Run 1, floorplan with the power grid:
Scale bar: 20 µm. Pins as bars on the die edge. Tap cells in gray.
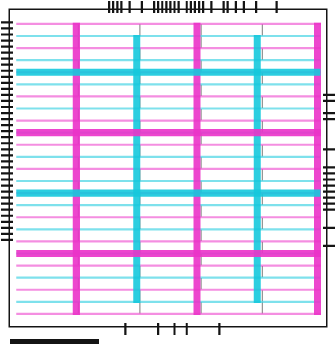
Run 1, cell classes on the final placement:
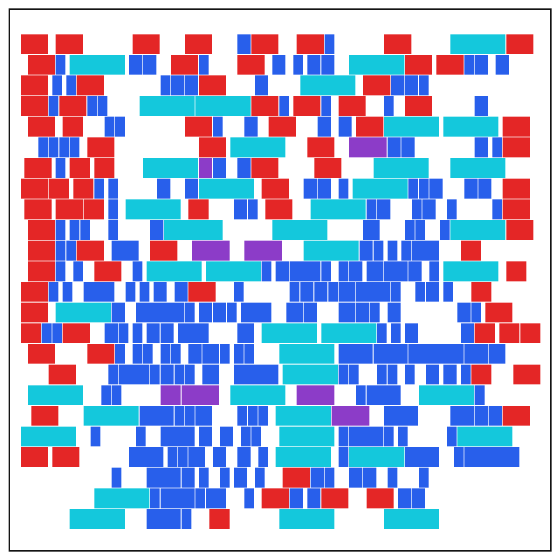
Run 1, clock distribution:
Scale bar: 20 µm.
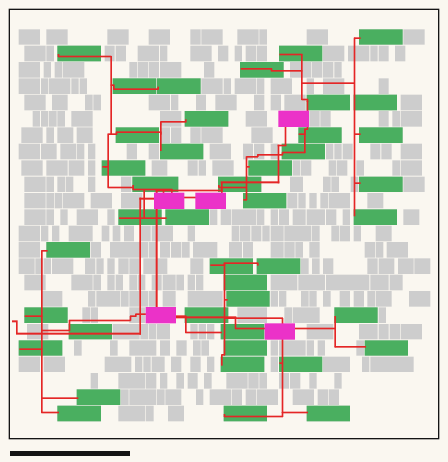
<file path="config.mk">
export PLATFORM = sky130hd
export DESIGN_NAME = regfile_window_sched_flat
export DESIGN_NICKNAME = d
export VERILOG_FILES = /design/src/rtl/regfile_window_sched_pkg.sv /design/src/rtl/regfile_window_sched_if.sv /design/src/rtl/regfile_window_sched_win_coord_gen.sv /design/src/rtl/regfile_window_sched.sv /design/src/flat_wrapper.sv
export SDC_FILE = /design/constraint.sdc
export NUM_CORES = 1
export LEC_CHECK = 0
export ABC_AREA = 1
export CAP_MARGIN = 20
export CORE_UTILIZATION = 45
export DETAILED_ROUTE_END_ITERATION = 10
export PLACE_DENSITY_LB_ADDON = 0.25
export SLEW_MARGIN = 20
export SYNTH_ARGS = -nofsm -noshare
export SYNTH_HDL_FRONTEND = slang
export SYNTH_SLANG_ARGS = --single-unit
</file>
<file path="constraint.sdc">
create_clock -name clk -period 4.3 [get_ports clk]
set_clock_uncertainty 0.2 [all_clocks]
set_input_delay 0.43 -clock clk [delete_from_list [all_inputs] [get_ports clk]]
set_output_delay 0.43 -clock clk [all_outputs]
set_load 0.1 [all_outputs]
</file>
<file path="src/rtl/regfile_window_sched_pkg.sv">
// Shared types and constants for the pixel register-file window scheduler.
// Optional build macro WIN_BORDER_REPLICATE_EN is consumed by the coordinate generator.
package regfile_window_sched_pkg;

    typedef enum logic [0:0] {
        IDLE  = 1'b0,
        FETCH = 1'b1
    } state_t;

    localparam int KERNEL_SIZE   = 3;
    localparam int KERNEL_TAPS   = 9;
    localparam int TILE_W        = 8;
    localparam int DEF_DATA_BIT  = 14;
    localparam int DEF_IMG_W_LOG = 3;
    localparam int DEF_ADDR_NUM  = 6;

    function automatic logic is_last_tap(input logic [3:0] tap);
        return tap == 4'(KERNEL_TAPS - 1);
    endfunction

endpackage

</file>
<file path="src/rtl/regfile_window_sched_if.sv">
// Loader, window-request, pixel-output and register-file bus of the window scheduler.
// The scheduler uses the slave modport; the surrounding system uses master.
interface regfile_window_sched_if
    import regfile_window_sched_pkg::*;
#(
    parameter int DATA_BIT  = DEF_DATA_BIT,
    parameter int IMG_W_LOG = DEF_IMG_W_LOG,
    parameter int ADDR_NUM  = DEF_ADDR_NUM
);
    logic                 load_valid;
    logic [DATA_BIT-1:0]  load_data;
    logic                 load_ready;
    logic                 load_done;
    logic                 win_start;
    logic [IMG_W_LOG-1:0] win_row;
    logic [IMG_W_LOG-1:0] win_col;
    logic                 win_busy;
    logic                 px_valid;
    logic [DATA_BIT-1:0]  px_data;
    logic [3:0]           px_idx;
    logic                 px_last;
    logic                 rf_we;
    logic [ADDR_NUM-1:0]  rf_addr;
    logic [DATA_BIT-1:0]  rf_wdata;
    logic [DATA_BIT-1:0]  rf_rdata;

    modport slave (
        input  load_valid, load_data, win_start, win_row, win_col, rf_rdata,
        output load_ready, load_done, win_busy, px_valid, px_data, px_idx, px_last,
               rf_we, rf_addr, rf_wdata
    );

    modport master (
        output load_valid, load_data, win_start, win_row, win_col, rf_rdata,
        input  load_ready, load_done, win_busy, px_valid, px_data, px_idx, px_last,
               rf_we, rf_addr, rf_wdata
    );
endinterface

</file>
<file path="src/rtl/regfile_window_sched_win_coord_gen.sv">
// Combinational (row, col, tap) -> (register-file address, out-of-tile flag).
// With WIN_BORDER_REPLICATE_EN defined, border taps clamp to the tile edge instead of flagging.
module regfile_window_sched_win_coord_gen
    import regfile_window_sched_pkg::*;
#(
    parameter int IMG_W_LOG = DEF_IMG_W_LOG
)(
    input  logic [IMG_W_LOG-1:0]   row,
    input  logic [IMG_W_LOG-1:0]   col,
    input  logic [3:0]             tap,
    output logic [2*IMG_W_LOG-1:0] addr,
    output logic                   oob
);
    localparam logic [IMG_W_LOG:0] ONE = {{IMG_W_LOG{1'b0}}, 1'b1};

    logic [1:0]           kr_s;
    logic [1:0]           kc_s;
    logic [IMG_W_LOG:0]   r_s;
    logic [IMG_W_LOG:0]   c_s;
    logic [IMG_W_LOG-1:0] r_sel_s;
    logic [IMG_W_LOG-1:0] c_sel_s;

    // Tap index to kernel row/column position (0..2 each)
    always_comb begin
        kr_s = 2'd1;
        kc_s = 2'd1;
        case (tap)
            4'd0:    begin kr_s = 2'd0; kc_s = 2'd0; end
            4'd1:    begin kr_s = 2'd0; kc_s = 2'd1; end
            4'd2:    begin kr_s = 2'd0; kc_s = 2'd2; end
            4'd3:    begin kr_s = 2'd1; kc_s = 2'd0; end
            4'd4:    begin kr_s = 2'd1; kc_s = 2'd1; end
            4'd5:    begin kr_s = 2'd1; kc_s = 2'd2; end
            4'd6:    begin kr_s = 2'd2; kc_s = 2'd0; end
            4'd7:    begin kr_s = 2'd2; kc_s = 2'd1; end
            4'd8:    begin kr_s = 2'd2; kc_s = 2'd2; end
            default: begin kr_s = 2'd1; kc_s = 2'd1; end
        endcase
    end

    // One extra bit: both -1 and TILE_W land with the top bit set
    assign r_s = {1'b0, row} + {{(IMG_W_LOG-1){1'b0}}, kr_s} - ONE;
    assign c_s = {1'b0, col} + {{(IMG_W_LOG-1){1'b0}}, kc_s} - ONE;

`ifdef WIN_BORDER_REPLICATE_EN
    assign r_sel_s = r_s[IMG_W_LOG] ? ((kr_s == 2'd0) ? '0 : '1) : r_s[IMG_W_LOG-1:0];
    assign c_sel_s = c_s[IMG_W_LOG] ? ((kc_s == 2'd0) ? '0 : '1) : c_s[IMG_W_LOG-1:0];
    assign oob     = 1'b0;
`else
    assign r_sel_s = r_s[IMG_W_LOG-1:0];
    assign c_sel_s = c_s[IMG_W_LOG-1:0];
    assign oob     = r_s[IMG_W_LOG] | c_s[IMG_W_LOG];
`endif

    assign addr = {r_sel_s, c_sel_s};
endmodule

</file>
<file path="src/rtl/regfile_window_sched.sv">
// Arbitrates the pixel register-file port between the tile loader and 3x3 window fetches.
// Border handling selected by WIN_BORDER_REPLICATE_EN (see coordinate generator).
module regfile_window_sched
    import regfile_window_sched_pkg::*;
#(
    parameter int DATA_BIT  = DEF_DATA_BIT,
    parameter int IMG_W_LOG = DEF_IMG_W_LOG,
    parameter int ADDR_NUM  = DEF_ADDR_NUM
)(
    input  logic                  clk,
    input  logic                  rst,
    regfile_window_sched_if.slave bus
);
    localparam logic [ADDR_NUM-1:0] CNT_ONE = {{(ADDR_NUM-1){1'b0}}, 1'b1};

    state_t               state_r, state_nxt_s;
    logic [3:0]           tap_r, tap_nxt_s;
    logic [IMG_W_LOG-1:0] row_r, col_r;
    logic [ADDR_NUM-1:0]  load_cnt_r;
    logic                 load_done_r;
    logic                 px_valid_r, px_last_r;
    logic [3:0]           px_idx_r;
    logic [DATA_BIT-1:0]  px_data_r;
    logic                 load_ready_s, rf_we_s;
    logic [ADDR_NUM-1:0]  rf_addr_s, coord_addr_s;
    logic [DATA_BIT-1:0]  rf_wdata_s;
    logic                 oob_s;

    regfile_window_sched_win_coord_gen #(.IMG_W_LOG(IMG_W_LOG)) u_coord (
        .row  (row_r),
        .col  (col_r),
        .tap  (tap_r),
        .addr (coord_addr_s),
        .oob  (oob_s)
    );

    // Next state and register-file port mux; a window request blocks the loader
    always_comb begin
        state_nxt_s  = state_r;
        tap_nxt_s    = tap_r;
        load_ready_s = 1'b0;
        rf_we_s      = 1'b0;
        rf_addr_s    = '0;
        rf_wdata_s   = '0;
        case (state_r)
            IDLE: begin
                if (bus.win_start) begin
                    state_nxt_s = FETCH;
                    tap_nxt_s   = 4'd0;
                end else begin
                    load_ready_s = ~rst;
                    rf_we_s      = bus.load_valid & ~rst;
                    rf_addr_s    = load_cnt_r;
                    rf_wdata_s   = bus.load_data;
                end
            end
            FETCH: begin
                rf_addr_s = coord_addr_s;
                if (is_last_tap(tap_r)) begin
                    state_nxt_s = IDLE;
                    tap_nxt_s   = 4'd0;
                end else begin
                    tap_nxt_s = tap_r + 4'd1;
                end
            end
            default: begin
                state_nxt_s = IDLE;
                tap_nxt_s   = 4'd0;
            end
        endcase
    end

    // State, load counter and registered pixel output stage
    always_ff @(posedge clk) begin
        if (rst) begin
            state_r     <= IDLE;
            tap_r       <= 4'd0;
            row_r       <= '0;
            col_r       <= '0;
            load_cnt_r  <= '0;
            load_done_r <= 1'b0;
            px_valid_r  <= 1'b0;
            px_last_r   <= 1'b0;
            px_idx_r    <= 4'd0;
            px_data_r   <= '0;
        end else begin
            state_r     <= state_nxt_s;
            tap_r       <= tap_nxt_s;
            if (state_r == IDLE && bus.win_start) begin
                row_r <= bus.win_row;
                col_r <= bus.win_col;
            end
            if (rf_we_s) begin
                load_cnt_r <= load_cnt_r + CNT_ONE;
            end
            load_done_r <= rf_we_s && (load_cnt_r == {ADDR_NUM{1'b1}});
            px_valid_r  <= (state_r == FETCH);
            px_last_r   <= (state_r == FETCH) && is_last_tap(tap_r);
            if (state_r == FETCH) begin
                px_idx_r  <= tap_r;
                px_data_r <= oob_s ? '0 : bus.rf_rdata;
            end
        end
    end

    assign bus.load_ready = load_ready_s;
    assign bus.load_done  = load_done_r;
    assign bus.win_busy   = (state_r == FETCH);
    assign bus.px_valid   = px_valid_r;
    assign bus.px_last    = px_last_r;
    assign bus.px_idx     = px_idx_r;
    assign bus.px_data    = px_data_r;
    assign bus.rf_we      = rf_we_s;
    assign bus.rf_addr    = rf_addr_s;
    assign bus.rf_wdata   = rf_wdata_s;
endmodule

</file>
<file path="src/flat_wrapper.sv">
// flat-port wrapper written by rule: the top's interface ports become plain ports
module regfile_window_sched_flat import regfile_window_sched_pkg::*;
#(
    parameter int DATA_BIT  = DEF_DATA_BIT,
    parameter int IMG_W_LOG = DEF_IMG_W_LOG,
    parameter int ADDR_NUM  = DEF_ADDR_NUM
)
  (clk, rst, bus_load_valid, bus_load_data, bus_win_start, bus_win_row, bus_win_col, bus_rf_rdata, bus_load_ready, bus_load_done, bus_win_busy, bus_px_valid, bus_px_data, bus_px_idx, bus_px_last, bus_rf_we, bus_rf_addr, bus_rf_wdata);
  regfile_window_sched_if #(.DATA_BIT(DATA_BIT), .IMG_W_LOG(IMG_W_LOG), .ADDR_NUM(ADDR_NUM)) bus_i ();
  input  logic clk;
  input  logic rst;
  input wire logic [$bits(bus_i.load_valid)-1:0] bus_load_valid;
  input wire logic [$bits(bus_i.load_data)-1:0] bus_load_data;
  input wire logic [$bits(bus_i.win_start)-1:0] bus_win_start;
  input wire logic [$bits(bus_i.win_row)-1:0] bus_win_row;
  input wire logic [$bits(bus_i.win_col)-1:0] bus_win_col;
  input wire logic [$bits(bus_i.rf_rdata)-1:0] bus_rf_rdata;
  output wire logic [$bits(bus_i.load_ready)-1:0] bus_load_ready;
  output wire logic [$bits(bus_i.load_done)-1:0] bus_load_done;
  output wire logic [$bits(bus_i.win_busy)-1:0] bus_win_busy;
  output wire logic [$bits(bus_i.px_valid)-1:0] bus_px_valid;
  output wire logic [$bits(bus_i.px_data)-1:0] bus_px_data;
  output wire logic [$bits(bus_i.px_idx)-1:0] bus_px_idx;
  output wire logic [$bits(bus_i.px_last)-1:0] bus_px_last;
  output wire logic [$bits(bus_i.rf_we)-1:0] bus_rf_we;
  output wire logic [$bits(bus_i.rf_addr)-1:0] bus_rf_addr;
  output wire logic [$bits(bus_i.rf_wdata)-1:0] bus_rf_wdata;
  assign bus_i.load_valid = bus_load_valid;
  assign bus_i.load_data = bus_load_data;
  assign bus_i.win_start = bus_win_start;
  assign bus_i.win_row = bus_win_row;
  assign bus_i.win_col = bus_win_col;
  assign bus_i.rf_rdata = bus_rf_rdata;
  assign bus_load_ready = bus_i.load_ready;
  assign bus_load_done = bus_i.load_done;
  assign bus_win_busy = bus_i.win_busy;
  assign bus_px_valid = bus_i.px_valid;
  assign bus_px_data = bus_i.px_data;
  assign bus_px_idx = bus_i.px_idx;
  assign bus_px_last = bus_i.px_last;
  assign bus_rf_we = bus_i.rf_we;
  assign bus_rf_addr = bus_i.rf_addr;
  assign bus_rf_wdata = bus_i.rf_wdata;
  regfile_window_sched #(.DATA_BIT(DATA_BIT), .IMG_W_LOG(IMG_W_LOG), .ADDR_NUM(ADDR_NUM)) u_core (.clk(clk), .rst(rst), .bus(bus_i));
endmodule
</file>
==> out/results.tsv, run 1 <==
stage	metric	value	unit
status	status	finished, violations left	
status	violations	design-rule violations	
grt	grt_pass1_vias	1953	
grt	grt_util_met2	0.3697	
routing	num_vias	2057	
cells_and_area	final_util	0.6779	
cells_and_area	antenna_cells	0	
final_timing	hold_viol_final	0	
floorplan	fp_util	0.4807	
logic_synthesis	ys_types	28	
logic_synthesis	ys_sh_adder	0.09424	
clocking	postCtsSetupBuffers	0	
logic_synthesis	synthAoiAreaFrac	0.1553	
grt	grt_pass1_wl	8618	µm
clocking	holdBufCountCts	0	
critical_path	endpoint_kind	output pin	
logic_synthesis	syn_area	2151	µm²
floorplan	dieHeight	71.14	µm
routing	drc	4	
run	maxCapViolations	0	
cells_and_area	clk_share	0.03135	
routing	postRouteAntennaNets	0	
logic_synthesis	top_cell	nand2_1	
cells_and_area	num-nonclk-inverters	42	
clocking	cts.repair.resized	0	
pwr	p_leak	1.311	nW
cells_and_area	combGateArea	1092	µm²
logic_synthesis	ys_top_cells_by_area	dfxtp_1 39%, nand2_1 10%, ha_1 7.6%, o21ai_0 7.2%, a21oi_1 7.0%	
placement	hpwl	3814	µm
logic_synthesis	synthSimpleGateAreaFrac	0.2461	
routing	first_pass_iters	8	
floorplan	chip_area	5060	µm²
logic_synthesis	syn_inst	291	
logic_synthesis	synth_seq_share	0.3909	
floorplan	io_pins	82	
final_timing	relSlewSlack	0.3348	
critical_path	arrival	2.46	ns
logic_synthesis	top_logic_kind	simple AND/OR/NAND/NOR gates	
logic_synthesis	yosysTopAreaCell	dfxtp_1	
cells_and_area	layout.comb_gates.multi_input	195	
logic_synthesis	netlist.area_leader.share	0.3909	
grt	overflow	0	
logic_synthesis	yosysWarnings	0	
final_timing	period_used_share	0.7175	
placement	dpl-instance-area	2938	µm²
min_path	hold_path.class	reg -> reg	
grt	use_met3	0.05698	
placement	gp_congestion	0.8075	
logic_synthesis	synth_nets	344	
logic_synthesis	ys_area	2151	µm²
logic_synthesis	mux_share	0	
cells_and_area	seq_cells	42	
grt	grt_max_degree	40	
clocking	clock-sinks	42	
clocking	cts_tree	yes	
grt	grt_util_all_layers	0.2169	
logic_synthesis	synth-edff-count	0	
grt	antenna_found_initial	0	
cells_and_area	synthToLayoutAreaGrowth	41.01	%
cells_and_area	top_area_cell_class	multi-input combinational cells	
run	tool_warnings	30	
## Picture notes: 'floorplan with the power grid'
legend:
  VSS:
    color: magenta
  VDD:
    color: cyan
met5 straps: 4
rows: 24
signal pins: 82
core footprint: 4474 µm²
Max rail drop VDD: 212.9 µV

## Picture notes: 'cell classes on the final placement'
legend:
  clock drivers and dummy loads:
    color: purple
    cells: 8
    share_of_their_area: 3.2%
  registers:
    color: cyan
    cells: 42
    share_of_their_area: 28%
  remaining buffers and delay cells:
    color: red
    cells: 82
    share_of_their_area: 26%
  remaining logic cells:
    color: blue
    cells: 237
    share_of_their_area: 42%
sequential share of cell area: 0.2776
design area: 3033 µm²
Core Rows: 24

## Picture notes: 'clock distribution'
legend:
  flip-flops:
    color: green
    count: 42
  clock-net drivers:
    color: magenta
    count: 5
  clock wires:
    color: red
    length: 484 µm
flops lie: spread over the die
Clk pwr share: 0.236
worst skew pair latency: 0.29 ns

==> run 1: layer usage <==
layer | routed length [µm] | up-vias | part of all wire
met2 | 2387 | 78 | 0.47
met1 | 2284 | 897 | 0.45
li1 | - | 1074 | -
met3 | 331 | 8 | 0.065
met4 | 72 | 0 | 0.014
met5 | 0 | - | 0
==> run 1: registers in the layout (all words and copies together) (netlist names) <==
register	flops
u_core.bus.px_data	14
u_core.bus.px_idx	4
u_core.tap_r	4
u_core.bus.load_done	1
u_core.bus.win_busy	1
u_core.load_cnt_r	6
u_core.u_coord.kc_s	2
u_core.bus.px_valid	1
u_core.u_coord.kr_s	2
u_core.col_r	3
u_core.bus.px_last	1
u_core.row_r	3
==> run 1: critical path, cell delays in order <==
cell and delay (ns):
clkdlybuf4s50_1 0.43, inv_2 0.24, nand2_1 0.09, nor2_1 0.11
clkdlybuf4s50_1 1.14
==> run 1: through the flow <==
step                      total power [mW]  instances  hold WS, ns
after detailed placement            0.8604        413       0.2577
after global placement              0.8567        413       0.2476
after CTS                            1.122        421       0.2700
after floorplan                     0.7509        291       0.2328
final                                1.112        421       0.2609
after global routing                 1.169        421       0.2953
==> run 1: where the power goes <==
group | switching [mW] | internal [mW]
clock | 0.133 | 0.129
combinational | 0.310 | 0.111
sequential | 0.0174 | 0.412
==> run 1: worst max-delay path by stage <==
stage	startpoint	to	slack, ns	depth (start not counted)
after global placement	bus_win_start	bus_rf_wdata[8]	1.26	5
after floorplan	u_core.bus.win_busy$_SDFF_PP0_	bus_rf_addr[1]	0.54	3
final	bus_win_start	bus_rf_wdata[5]	1.21	5
after global routing	bus_win_start	bus_rf_wdata[12]	1.08	5
after detailed placement	bus_win_start	bus_rf_wdata[12]	1.22	5
after CTS	bus_win_start	bus_rf_wdata[5]	1.20	5
Run 1, clock routing:
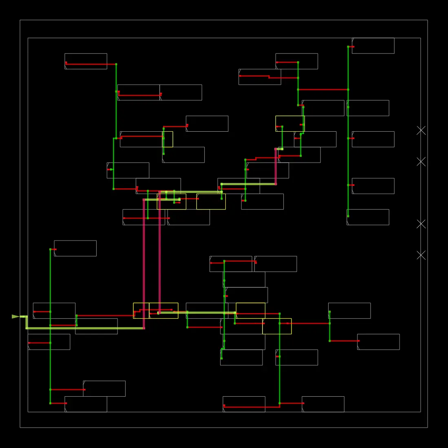

## Run 2: what changed since run 1
- CORE_UTILIZATION: 45 -> 44
- clock period: 4.3 -> 3 ns (I/O delays scaled with it)
Run 2, clock routing:
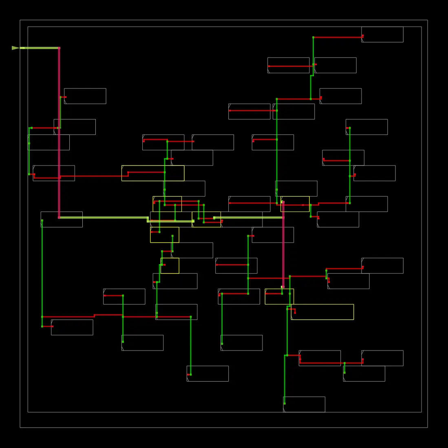
CTS Buf Count: 5
clk sinks: 42
P_clk: 533 µW

==> out/results.tsv, run 2 <==
stage	metric	value	unit	change
critical_path	worstSetupPathType	reg -> out		was in -> out
logic_synthesis	top_cell	nand2_1		unchanged
pwr	power_density	571.0	nW/µm²	was 366.6 nW/µm²
grt	grt_max_degree	40		unchanged
floorplan	chip_area	5172	µm²	was 5060 µm²
logic_synthesis	yosysTopAreaCell	dfxtp_1		unchanged
logic_synthesis	netlist_top_cells_count	59 x nand2_1, 42 x dfxtp_1, 36 x inv_1		unchanged
floorplan	fp.dieW	71.92	µm	was 71.14 µm
clocking	cts.path.max_buffers	2		unchanged
placement	port_buffers	81		unchanged
cells_and_area	layout_top_cells	59 x nand2_1, 41 x buf_4, 41 x dfxtp_1, 37 x clkdlybuf4s50_1, 36 x inv_1		was 66 x clkdlybuf4s50_1, 59 x nand2_1, 41 x dfxtp_1, 36 x inv_1, 31 x o21ai_0
clocking	htreeDepth	2		unchanged
pwr	power_leader	combinational cells		was sequential cells
logic_synthesis	ys_types	28		unchanged
logic_synthesis	synth_nets	344		unchanged
routing	wl_per_cell	11.93	µm	was 12.06 µm
min_path	hold_path.class	reg -> reg		unchanged
critical_path	r2r_cells	9		was 10
grt	grt_util_all_layers	0.2080		was 0.2169
cells_and_area	synthToLayoutAreaGrowth	43.75	%	was 41.01%
routing	num_vias	2095		was 2057
clocking	clk_pin_slew	0.08	ns	about the same
logic_synthesis	avgSynthCellArea	7.391	µm²	unchanged
logic_synthesis	async_flop_share	0		unchanged
logic_synthesis	syn_area	2151	µm²	unchanged
grt	use_met1	0.2757		was 0.2698
routing	wl	5215	µm	was 5076 µm
critical_path	arrival	2.12	ns	was 2.46 ns
run	tool_warnings	31		was 30
grt	grt_pass1_vias	1888		was 1953
logic_synthesis	syn_inst	291		unchanged
placement	dpl-instance-area	2954	µm²	was 2938 µm²
final_timing	rsz0062_at_grt	no		unchanged
logic_synthesis	ys_cells	291		unchanged
logic_synthesis	synth-edff-count	0		unchanged
status	status	complete, no violations		was finished, violations left
pwr	ir_drop	314.4	µV	was 212.9 µV
critical_path	reg2reg_to	u_core.bus.px_data[6]$_SDFFE_PP0P_		was u_core.u_coord.kc_s[1]$_DFF_P_
floorplan	io_pins	82		unchanged
placement	gp_congestion	0.8702		was 0.8075
pwr	clock_power_share	0.302		was 0.236
floorplan	fp_util	0.4554		was 0.4807
grt	overflow	0		unchanged
critical_path	crit_start	u_core.col_r[1]$_SDFFE_PP0P_		was bus_win_start
clocking	cts.repair.resized	0		unchanged
final_timing	tightest_slew	0.5552	ns	was 0.9947 ns
floorplan	rows	25		was 24
final_timing	period_needed	2.617	ns	
cells_and_area	final_layout_size_suffix_gt1_frac	0.2081		was 0.1274
critical_path	cp.required	2.50	ns	was 3.67 ns
min_path	whs_endpoint	u_core.col_r[0]$_SDFFE_PP0P_		was u_core.col_r[1]$_SDFFE_PP0P_
routing	via_per_inst	4.794		was 4.886
pwr	p_sw_frac	0.3813		was 0.4139
grt	grt_pass1_wl	8562	µm	was 8618 µm
pwr	p_int	1.092	mW	was 651.6 µW
grt	globalRoute.busiestLayer	met2		unchanged
critical_path	endpoint_kind	output pin		unchanged
logic_synthesis	netlist.area_leader.share	0.3909		unchanged
grt	antenna_found_initial	0		unchanged
pwr	pwr-share-seq	0.347		was 0.386
routing	first_pass_iters	6		was 8
cells_and_area	final_util	0.6546		was 0.6779
final_timing	fin_tns_setup	0	ns	unchanged
grt	use_met3	0.03472		was 0.05698
cells_and_area	antenna_cells	0		unchanged
floorplan	dieHeight	71.92	µm	was 71.14 µm
final_timing	hold_viol_final	0		unchanged
critical_path	start_kind	flop		was input port
logic_synthesis	synth_top_flop_cell	dfxtp_1		unchanged
critical_path	r2r_start	u_core.col_r[1]$_SDFFE_PP0P_		was u_core.bus.win_busy$_SDFF_PP0_
clocking	clk_latency	0.29	ns	about the same
logic_synthesis	yosysWarnings	0		unchanged
final_timing	relSlewSlack	0.6294		was 0.3348
critical_path	cp_max_fo	2		was 17
cells_and_area	final_nets	422		was 421
routing	drc	0		was 4
pwr	power	1.765	mW	was 1.112 mW
logic_synthesis	ys_top_cells_by_area	dfxtp_1 39%, nand2_1 10%, ha_1 7.6%, o21ai_0 7.2%, a21oi_1 7.0%		unchanged
routing	drt_iter0_drc	155		was 115
cells_and_area	fin_cells	437		was 421
cells_and_area	nFillCells	430		was 393
final_timing	period_used_share	0.8725		
clocking	postCtsSetupBuffers	0		unchanged
run	maxCapViolations	0		unchanged
placement	numPlacedInstances	429		was 413
final_timing	final_max_slew_viol_count	0		unchanged
pwr	p_leak	1.403	nW	was 1.311 nW
logic_synthesis	synth_seq_share	0.3909		unchanged
final_timing	final-setup-viol-count	0		unchanged
placement	pre_cts_ws	0.5505	ns	was 1.217 ns
final_timing	setup_ws	0.3825	ns	was 1.215 ns
clocking	cts_tree	yes		unchanged
grt	grt_util_met2	0.3459		was 0.3697
final_timing	worst_hold_slack	0.2662	ns	was 0.2609 ns
pwr	pwr-share-comb	0.351		was 0.379
cells_and_area	lay_top_count	nand2_1		was clkdlybuf4s50_1
min_path	hold_depth	2		unchanged
floorplan	core_area	4723	µm²	was 4474 µm²
pwr	p_seq	613	µW	was 429 µW
cells_and_area	stdcell_area	3092	µm²	was 3033 µm²
placement	hpwl	3828	µm	was 3814 µm
clocking	cts_root_buf	clkbuf_8		unchanged
routing	postRouteAntennaNets	0		unchanged
clocking	holdBufCountCts	0		unchanged
final_timing	max_freq	382.0	MHz	
min_path	hp-start	u_core.col_r[0]$_SDFFE_PP0P_		was u_core.col_r[1]$_SDFFE_PP0P_
critical_path	r2r_slack	0.61	ns	was 1.86 ns
logic_synthesis	ys_area	2151	µm²	unchanged
pwr	p_comb	619	µW	was 421 µW
pwr	p_sw	673.2	µW	was 460.2 µW
cells_and_area	largest_reg_flops	14		unchanged
logic_synthesis	ys.flops	42		unchanged
Run 2, clock distribution:
Scale bar: 20 µm.
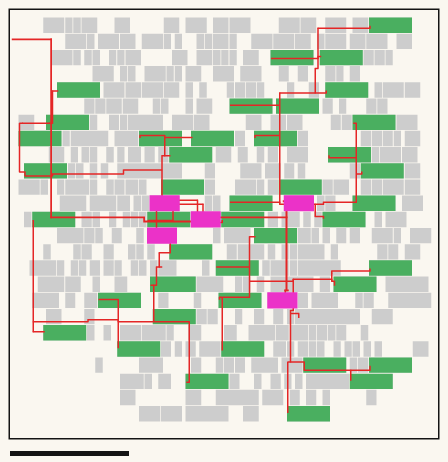
legend:
  flip-flops:
    color: green
    count: 42
  clock wires:
    color: red
    length: 500 µm
  clock-net drivers:
    color: magenta
    count: 5
routed clock nets: 6

==> run 2: cell count changes in the layout (fill, tap and decap cells not counted), sizes merged <==
| cell | previous run | this run |
|---|---|---|
| clkdlybuf4s50 | 66 | 37 |
| bufinv | 0 | 2 |
| clkinvlp | 1 | 0 |
| buf | 16 | 46 |
| clkbuf | 6 | 5 |
==> run 2: worst max path at each step <==
stage	endpoint	slack [ns]	cells past startpoint
after global routing	bus_rf_addr[2]	0.30	8
after CTS	bus_rf_addr[2]	0.38	8
after global placement	u_core.u_coord.kc_s[1]$_DFF_P_	0.55	10
after floorplan	bus_rf_addr[1]	-0.63	3
final	bus_rf_addr[2]	0.38	8
after detailed placement	u_core.u_coord.kc_s[1]$_DFF_P_	0.55	10
==> run 2: cells by family after synthesis <==
family                   Yosys count  share of synthesized area
flip-flops                        42                     0.3909
adder cells (fa/ha/maj)           15                    0.09424
AND/OR/NAND/NOR                  113                     0.2461
AND-OR/OR-AND                     64                     0.1553
buffers and inverters             54                     0.1012
XOR/XNOR                           3                    0.01222
==> run 2: metal layers <==
layer | up-vias | wire length (µm)
met5 | - | 0
met4 | 0 | 81
met3 | 11 | 192
met2 | 50 | 2597
met1 | 955 | 2343
li1 | 1079 | -
==> run 2: worst max-delay path, cell delays in order (launching register included) <==
cell	delay (ns)
dfxtp_1	0.33
inv_1	0.06
ha_1	0.27
inv_1	0.04
ha_1	0.20
fa_1	0.49
nand2_1	0.06
o21ai_0	0.16
buf_12	0.22
==> run 2: area by class of cell <==
cell class	count	area, µm²	share of cell area
clock buffer	5	68.82	0.02226
clock inverter	3	68.82	0.02226
inverter	42	157.7	0.05099
multi-input combinational	195	1092	0.3533
sequential	42	842.1	0.2724
tap	67	83.83	0.02711
timing repair buffer	83	778.2	0.2517
Power is estimated from default activity; no workload was simulated.
